File: src/rtl/samp_rate_ctl_if.sv
// Purpose: groups the prescale-request, sample-boundary and burst-control signals
//          of the sample-rate controller into one bundle. The slave modport is the
//          controller; the master modport is the command parser / divider side.
// Ports:   pre_req/pre_req_val -> pre_ack/pre_err; en_clk_samp -> pre_clk_tx/pre_pend;
//          burst_start/burst_len/burst_stop -> burst_busy/burst_done/samp_gate.
interface samp_rate_ctl_if;
    logic        pre_req;
    logic [15:0] pre_req_val;
    logic        pre_ack;
    logic        pre_err;
    logic        en_clk_samp;
    logic [15:0] pre_clk_tx;
    logic        pre_pend;
    logic        burst_start;
    logic [15:0] burst_len;
    logic        burst_stop;
    logic        burst_busy;
    logic        burst_done;
    logic        samp_gate;

    modport slave (
        input  pre_req, pre_req_val, en_clk_samp, burst_start, burst_len, burst_stop,
        output pre_ack, pre_err, pre_clk_tx, pre_pend, burst_busy, burst_done, samp_gate
    );

    modport master (
        output pre_req, pre_req_val, en_clk_samp, burst_start, burst_len, burst_stop,
        input  pre_ack, pre_err, pre_clk_tx, pre_pend, burst_busy, burst_done, samp_gate
    );
endinterface

File: src/rtl/samp_rate_ctl.sv
// Purpose: owns the divider prescale (range-checked requests, applied only on a
//          sample boundary) and schedules fixed-length sample bursts.
// Latency: ack/err/done one cycle after the causing input; samp_gate combinational.
// Backpressure: none; requests are always answered, latest pending value wins.
// Ports:   clk_tx, rst_clk_tx (sync, active-high), bus (samp_rate_ctl_if.slave).
module samp_rate_ctl #(
    parameter int PRE_MIN   = 32,
    parameter int PRE_RESET = 32
) (
    input  logic               clk_tx,
    input  logic               rst_clk_tx,
    samp_rate_ctl_if.slave     bus
);

    localparam logic [15:0] PRE_MIN_V   = 16'(PRE_MIN);
    localparam logic [15:0] PRE_RESET_V = 16'(PRE_RESET);

    typedef enum logic {IDLE, PEND} pre_state_t;

    pre_state_t  state_q, state_d;
    logic [15:0] pend_val_q, pend_val_d;
    logic [15:0] pre_q, pre_d;
    logic        ack_q, ack_d;
    logic        err_q, err_d;
    logic        busy_q, busy_d;
    logic [15:0] rem_q, rem_d;
    logic        done_q, done_d;

    always_ff @(posedge clk_tx) begin
        if (rst_clk_tx) begin
            state_q    <= IDLE;
            pend_val_q <= '0;
            pre_q      <= PRE_RESET_V;
            ack_q      <= 1'b0;
            err_q      <= 1'b0;
            busy_q     <= 1'b0;
            rem_q      <= '0;
            done_q     <= 1'b0;
        end else begin
            state_q    <= state_d;
            pend_val_q <= pend_val_d;
            pre_q      <= pre_d;
            ack_q      <= ack_d;
            err_q      <= err_d;
            busy_q     <= busy_d;
            rem_q      <= rem_d;
            done_q     <= done_d;
        end
    end

    // Prescale update. A request in a boundary cycle suppresses the apply, so the
    // freshly captured value always waits for the next boundary.
    always_comb begin
        state_d    = state_q;
        pend_val_d = pend_val_q;
        pre_d      = pre_q;
        ack_d      = 1'b0;
        err_d      = 1'b0;
        if (bus.pre_req) begin
            if (bus.pre_req_val < PRE_MIN_V) begin
                err_d = 1'b1;
            end else begin
                pend_val_d = bus.pre_req_val;
                ack_d      = 1'b1;
                state_d    = PEND;
            end
        end else if (state_q == PEND && bus.en_clk_samp) begin
            pre_d   = pend_val_q;
            state_d = IDLE;
        end
    end

    // Burst scheduler. Stop wins over counting and start; start is ignored while busy.
    always_comb begin
        busy_d = busy_q;
        rem_d  = rem_q;
        done_d = 1'b0;
        if (bus.burst_stop) begin
            busy_d = 1'b0;
            rem_d  = '0;
        end else if (busy_q) begin
            if (bus.en_clk_samp) begin
                if (rem_q <= 16'd1) begin
                    busy_d = 1'b0;
                    rem_d  = '0;
                    done_d = 1'b1;
                end else begin
                    rem_d = rem_q - 16'd1;
                end
            end
        end else if (bus.burst_start) begin
            if (bus.burst_len != 16'd0) begin
                rem_d  = bus.burst_len;
                busy_d = 1'b1;
            end else begin
                done_d = 1'b1;
            end
        end
    end

    assign bus.pre_ack    = ack_q;
    assign bus.pre_err    = err_q;
    assign bus.pre_clk_tx = pre_q;
    assign bus.pre_pend   = (state_q == PEND);
    assign bus.burst_busy = busy_q;
    assign bus.burst_done = done_q;
    // Uses the registered busy so the start cycle is never gated and the stop cycle is.
    assign bus.samp_gate  = bus.en_clk_samp & busy_q;

endmodule
File: src/flat_wrapper.sv
// flat-port wrapper written by rule: the top's interface ports become plain ports
module samp_rate_ctl_flat 
#(
    parameter int PRE_MIN   = 32,
    parameter int PRE_RESET = 32
)
  (clk_tx, rst_clk_tx, bus_pre_req, bus_pre_req_val, bus_en_clk_samp, bus_burst_start, bus_burst_len, bus_burst_stop, bus_pre_ack, bus_pre_err, bus_pre_clk_tx, bus_pre_pend, bus_burst_busy, bus_burst_done, bus_samp_gate);
  samp_rate_ctl_if bus_i ();
  input  logic clk_tx;
  input  logic rst_clk_tx;
  input wire logic [$bits(bus_i.pre_req)-1:0] bus_pre_req;
  input wire logic [$bits(bus_i.pre_req_val)-1:0] bus_pre_req_val;
  input wire logic [$bits(bus_i.en_clk_samp)-1:0] bus_en_clk_samp;
  input wire logic [$bits(bus_i.burst_start)-1:0] bus_burst_start;
  input wire logic [$bits(bus_i.burst_len)-1:0] bus_burst_len;
  input wire logic [$bits(bus_i.burst_stop)-1:0] bus_burst_stop;
  output wire logic [$bits(bus_i.pre_ack)-1:0] bus_pre_ack;
  output wire logic [$bits(bus_i.pre_err)-1:0] bus_pre_err;
  output wire logic [$bits(bus_i.pre_clk_tx)-1:0] bus_pre_clk_tx;
  output wire logic [$bits(bus_i.pre_pend)-1:0] bus_pre_pend;
  output wire logic [$bits(bus_i.burst_busy)-1:0] bus_burst_busy;
  output wire logic [$bits(bus_i.burst_done)-1:0] bus_burst_done;
  output wire logic [$bits(bus_i.samp_gate)-1:0] bus_samp_gate;
  assign bus_i.pre_req = bus_pre_req;
  assign bus_i.pre_req_val = bus_pre_req_val;
  assign bus_i.en_clk_samp = bus_en_clk_samp;
  assign bus_i.burst_start = bus_burst_start;
  assign bus_i.burst_len = bus_burst_len;
  assign bus_i.burst_stop = bus_burst_stop;
  assign bus_pre_ack = bus_i.pre_ack;
  assign bus_pre_err = bus_i.pre_err;
  assign bus_pre_clk_tx = bus_i.pre_clk_tx;
  assign bus_pre_pend = bus_i.pre_pend;
  assign bus_burst_busy = bus_i.burst_busy;
  assign bus_burst_done = bus_i.burst_done;
  assign bus_samp_gate = bus_i.samp_gate;
  samp_rate_ctl #(.PRE_MIN(PRE_MIN), .PRE_RESET(PRE_RESET)) u_core (.clk_tx(clk_tx), .rst_clk_tx(rst_clk_tx), .bus(bus_i));
endmodule
File: config.mk
export PLATFORM = sky130hd
export DESIGN_NAME = samp_rate_ctl_flat
export DESIGN_NICKNAME = d
export VERILOG_FILES = /design/src/rtl/samp_rate_ctl_if.sv /design/src/rtl/samp_rate_ctl.sv /design/src/flat_wrapper.sv
export SDC_FILE = /design/constraint.sdc
export NUM_CORES = 1
export LEC_CHECK = 0
export CAP_MARGIN = 0
export CORE_ASPECT_RATIO = 1.1
export CORE_UTILIZATION = 56
export DETAILED_ROUTE_END_ITERATION = 6
export DONT_BUFFER_PORTS = 1
export GPL_TIMING_DRIVEN = 0
export PLACE_DENSITY = 0.74
export SYNTH_ARGS = -nofsm -noshare
export SYNTH_HDL_FRONTEND = slang
export SYNTH_SLANG_ARGS = --single-unit
File: constraint.sdc
create_clock -name clk_tx -period 1.9 [get_ports clk_tx]
set_input_delay 0.475 -clock clk_tx [delete_from_list [all_inputs] [get_ports clk_tx]]
set_output_delay 0.475 -clock clk_tx [all_outputs]
set_load 0.05 [all_outputs]
### Metal layers overlaid, run 1

Only two layers are drawn.
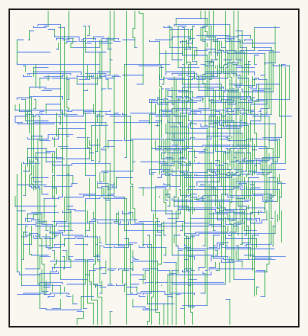
- green: M2 (wire length 3120 microns)
- blue: M1 (wire length 2350 microns)
routed via count: 2257
Avg WL per Cell: 17.07 microns
total global-route track usage: 28.41%
WL final: 6.181 mm

### Close-up of the layout, run 1

Window x 0 to 40, y 30 to 70 microns. Cells in grey, sequential cells in the stronger grey; small squares are vias.
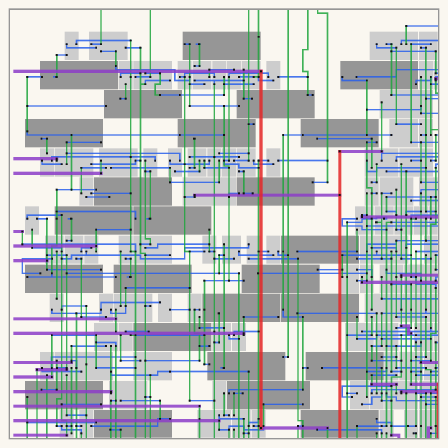
- green: M2
- purple: M3
- blue: M1
- red: M4
- netlist names of flops here include: u_core.bus.pre_clk_tx (9), u_core.pend_val_q (8), u_core.rem_q (7)
- cells with their middle in the window: 113
- sequential cells in the window: 25
- most frequent: nand2_1 (24), dfxtp_1 (24), nor2_1 (13)

### I/O nets highlighted, run 1

Scale bar: 20 microns.
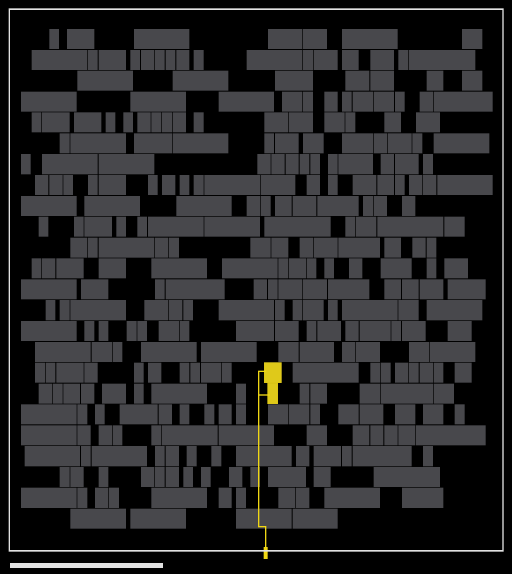
- yellow: bus_burst_stop (bits 1; direction input; end cells 2; buffers 0; wire 26.2 microns)
Ports: 60
IO buf count: 0

==> CHANGELOG.md, run 1 <==
### Physical design

- Number of global-route vias before repair: 2201
- Tool warnings: 29
- Endpoints failing setup: 14
- Met2 wire length: 3.116 mm
- Clk. pwr: 637 uW
- Die Span Y: 70.43 microns
- Register share of total power: 53.2%
- Worst path bufs/invs: 1
- Unrepaired setup endpoints after global routing: yes
- Top sig layer: met4
- Clock root buffer: clkbuf_8
- Fp util: 59.24%
- Worst Hold Class: primary input to flop
- Clock-cell share: 3.159%
- Most Used Layer, Global Route: met2
- Crit Path Category: flop to flop
- # rows: 24
- Largest delay share family, worst path: simple AND/OR/NAND/NOR gates
- Fillcell total: 333
- FA/HA/MAJ Cells, Area Fraction: 1.050%
- P_sw: 700.9 uW
- Arrival time at the worst endpoint: 2.16 ns
- Tot Pwr: 2308 uW
- Comb. pwr: 443 uW
- Crit path from: u_core.rem_q[12]$_SDFFE_PP0P_
- Crit. End Element: flop
- Synth logic family: simple AND/OR/NAND/NOR gates
- Post-DP Area: 2451 sq um
- M3 GR Usage: 7.843%
- Clock buffer depth: 2
- Crit Reg-Reg Startpoint: u_core.rem_q[12]$_SDFFE_PP0P_
- Yosys Chip Area: 2384 sq um
- LEAKAGE: 0.001022 uW
- Antenna violations before repair: 0
- Latest clock arrival within the worst-skew pair: 0.31 ns
- Pwr Density: 832.5 nW/um^2
- Die X: 64.21 microns
- Via-to-Cell Ratio: 6.235
- Multi-In Gates: 214
- Signal buffers share of area: 6.182%
- Fmax: 504.9 MHz
- Post-CTS Resized: 21
- Non-clock inverters: 6
- Clock power frac: 27.6%
- Die area: 4522 sq um
- Syn_nets: 330
- Post-synth EDFFs: 0
- Metal-1 WL: 2.347 mm
- Worst path max stage delay: 0.51 ns
- Syn Area/Cell: 8.219 sq um
- Yosys warnings: 0
- Clk_buf instances: 6
- Cell with the most instances after synthesis: nand2_1
- Slew Limit Fails: 0
- Met3 wire length: 501 microns
- Post-route ant nets: 0
- R2R Setup Slk: -0.08 ns
- TritonRoute pass-1 iters: 5
- Reg2Reg Depth: 6
- Fraction of area in multi-input gates: 48.51%
- Final Cycle Share: 104.2%
- Biggest area cells: dfxtp_1, nand2_1, a21oi_1
- Dominant cell area share: 44.51%
- Setup Buffers After CTS: 5
- Final Non-Filler Cells: 362
- CTS tree: built
- Commonest Layout Cell: nand2_1
- Share of post-route cells with drive strength above 1: 17.74%
- DRC Markers: 0
- Async S/R FF share, synth: 0%
- Top post-synthesis cells by count: nand2_1, dfxtp_1, a21oi_1
- First-pass GRT wire length: 9.929 mm
- Worst-Margin Slew: 0.8994 ns
- Min-delay src: bus_pre_req_val[12]
- Total gr overflow: 0
- Outcome: complete, but fails checks
- Detailed Place HPWL: 4.165 mm
- Critical Path End: u_core.rem_q[15]$_SDFFE_PP0P_
- Largest fanout on the critical path: 7
- Post-synth top flop: dfxtp_1
- Pre-CTS WS: -0.4637 ns
- Clock Pin Slew Worst Setup and Hold Paths: 0.10 ns
- Fin area: 2773 sq um
- Top pwr grp: registers
- P_int: 1607 uW
- # diodes: 0
- Hold depth: 2
- Max-cap viol count: 0
- Hold_buf cts: 0
- Final WS setup: -0.08047 ns
- Nets: 349
- Core Util, Final: 68.91%
- RePlAce Congestion: 0.8827
- Mux frac, synth: 4.199%
- Simple-Gate Area Share: 24.78%
- Htree depth: 2
- Crit path DRT: 2.08 ns
- Synthesized cell area: 2384 sq um
- Grt met2 use: 48.70%
- Synthesis-to-finish area growth: 16.33%
- MI comb area: 1345 sq um
- CTS sink cnt: 53
- Flop share of the area: 38.90%
- Worst-path cell chain: nor4_4 -> or4b_4 -> o21a_4 -> buf_4 -> a32oi_1 -> o32ai_1
- Tapcells: 52
- Syn Inst Count: 290
- P_seq: 1230 uW
- TritonCTS buffer count: 5
- Seq share, synth: 44.51%
- Largest net degree at the start of global routing: 17
- FF+latch count, synth: 53
- Violated checks: negative setup slack
- Net Sw Frac: 30.37%
- Cell count after placement: 342
- Registers: 53
- Distinct cell type count after synthesis: 41
- DRT iter0 DRCs: 224
- Yosys xor share: 1.102%
- FF-to-FF End: u_core.rem_q[15]$_SDFFE_PP0P_
- Crit start category: flop
- Tmin final: 1.980 ns
- Yosys cell count: 290
- Top logic cells by instance count in the layout: nand2_1, dfxtp_1, a21oi_1
==> run 1 -> run 2 <==
--- a/config.mk
+++ b/config.mk
@@ -7,6 +7,7 @@
 export LEC_CHECK = 0
 export CAP_MARGIN = 0
 export CORE_ASPECT_RATIO = 1.1
+export CORE_MARGIN = 2
 export CORE_UTILIZATION = 56
 export DETAILED_ROUTE_END_ITERATION = 6
 export DONT_BUFFER_PORTS = 1
==> run 2 against run 1 <==
The flow still finishes with violations (negative setup slack). Power decreased by 1.3%. Clock power about the same. Critical path type unchanged. Critical path depth unchanged. Sequential cell count unchanged. Largest power group unchanged. First-iteration DRC count increased by 4.0%. Combinational power decreased by 7.2%. Die area increased by 6.0%. Utilization decreased by 1.6 points. Highest routed layer unchanged. Non-clock buffer count decreased by 8.
==> CHANGELOG.md, run 2 <==
### Physical design

- Crit path DRT: 2.10 ns (+0.02 ns)
- Top pwr grp: registers
- Pre-CTS WS: -0.4217 ns (+0.04200 ns)
- Syn_nets: 330 (unchanged)
- Crit Reg-Reg Startpoint: u_core.rem_q[15]$_SDFFE_PP0P_
- Syn Area/Cell: 8.219 sq um (unchanged)
- Tool warnings: 29 (unchanged)
- Top post-synthesis cells by count: nand2_1, dfxtp_1, a21oi_1
- Crit start category: flop
- Async S/R FF share, synth: 0% (unchanged)
- Yosys warnings: 0 (unchanged)
- Critical Path End: u_core.rem_q[9]$_SDFFE_PP0P_
- Commonest Layout Cell: nand2_1
- Ports: 60 (unchanged)
- R2R Setup Slk: -0.08 ns (about the same)
- Core Util, Final: 67.29% (-1.6 points)
- CTS sink cnt: 53 (unchanged)
- Clock root buffer: clkbuf_8
- Post-synth EDFFs: 0 (unchanged)
- Fillcell total: 363 (+9.0%)
- Tmin final: 1.977 ns (-0.003417 ns)
- Synthesis-to-finish area growth: 13.60%
- Unrepaired setup endpoints after global routing: yes
- Detailed Place HPWL: 4.304 mm (+3.3%)
- Tot Pwr: 2278 uW (-1.3%)
- Worst-path cell chain: nor4_4 -> or4b_4 -> o21a_4 -> buf_8 -> a221oi_2 -> nor2_1
- Clock-cell share: 3.235% (+0.076 points)
- Endpoints failing setup: 13 (-1)
- Via-to-Cell Ratio: 6.167 (-1.1%)
- Net Sw Frac: 30.29% (-0.078 points)
- Fmax: 505.8 MHz (+0.17%)
- Tapcells: 52 (unchanged)
- Worst path bufs/invs: 1 (unchanged)
- Simple-Gate Area Share: 24.78% (unchanged)
- IO buf count: 0 (unchanged)
- Metal-1 WL: 2.384 mm (+1.6%)
- P_seq: 1230 uW (about the same)
- Seq share, synth: 44.51% (unchanged)
- Distinct cell type count after synthesis: 41 (unchanged)
- Violated checks: negative setup slack
- Post-DP Area: 2451 sq um (unchanged)
- Grt met2 use: 44.44% (-4.3 points)
- Outcome: complete, but fails checks
- M3 GR Usage: 7.442% (-0.40 points)
- Total gr overflow: 0 (unchanged)
- Comb. pwr: 411 uW (-7.2%)
- Antenna violations before repair: 0 (unchanged)
- Biggest area cells: dfxtp_1, nand2_1, a21oi_1
- RePlAce Congestion: 0.9452 (+7.1%)
- CTS tree: built
- Reg2Reg Depth: 6 (unchanged)
- Worst path max stage delay: 0.52 ns (about the same)
- Arrival time at the worst endpoint: 2.18 ns (+0.02 ns)
- TritonCTS buffer count: 5 (unchanged)
- Share of post-route cells with drive strength above 1: 14.90% (-2.8 points)
- MI comb area: 1339 sq um (-0.47%)
- Worst Hold Class: primary input to flop
- TritonRoute pass-1 iters: 4 (-1)
- Clk. pwr: 636 uW (about the same)
- Clk_buf instances: 6 (unchanged)
- Final WS setup: -0.07706 ns (+0.003417 ns)
- Cell count after placement: 342 (unchanged)
- Max-cap viol count: 0 (unchanged)
- Number of global-route vias before repair: 2058 (-6.5%)
- DRC Markers: 0 (unchanged)
- Largest fanout on the critical path: 10 (+3)
- Fraction of area in multi-input gates: 49.45% (+0.93 points)
### I/O nets highlighted, run 2

Scale bar: 20 microns.
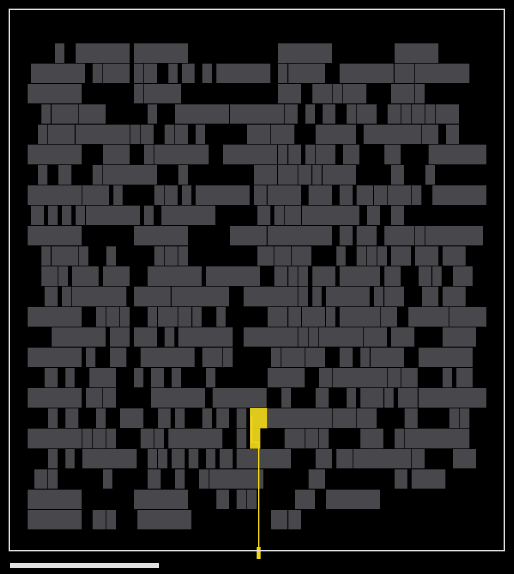
- yellow: bus_burst_stop (bits 1; direction input; end cells 2; buffers 0; wire 18.4 microns)

### Metal layers overlaid, run 2

Only two layers are drawn.
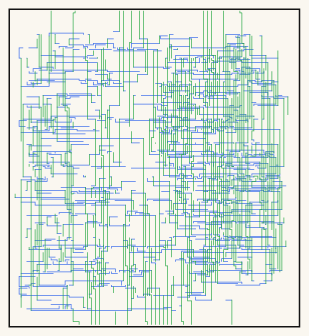
- blue: M1 (wire length 2380 microns)
- green: M2 (wire length 3130 microns)
WL final: 6.139 mm
Avg WL per Cell: 17.34 microns
routed via count: 2183
total global-route track usage: 25.83%

Power is estimated from default activity; no workload was simulated.
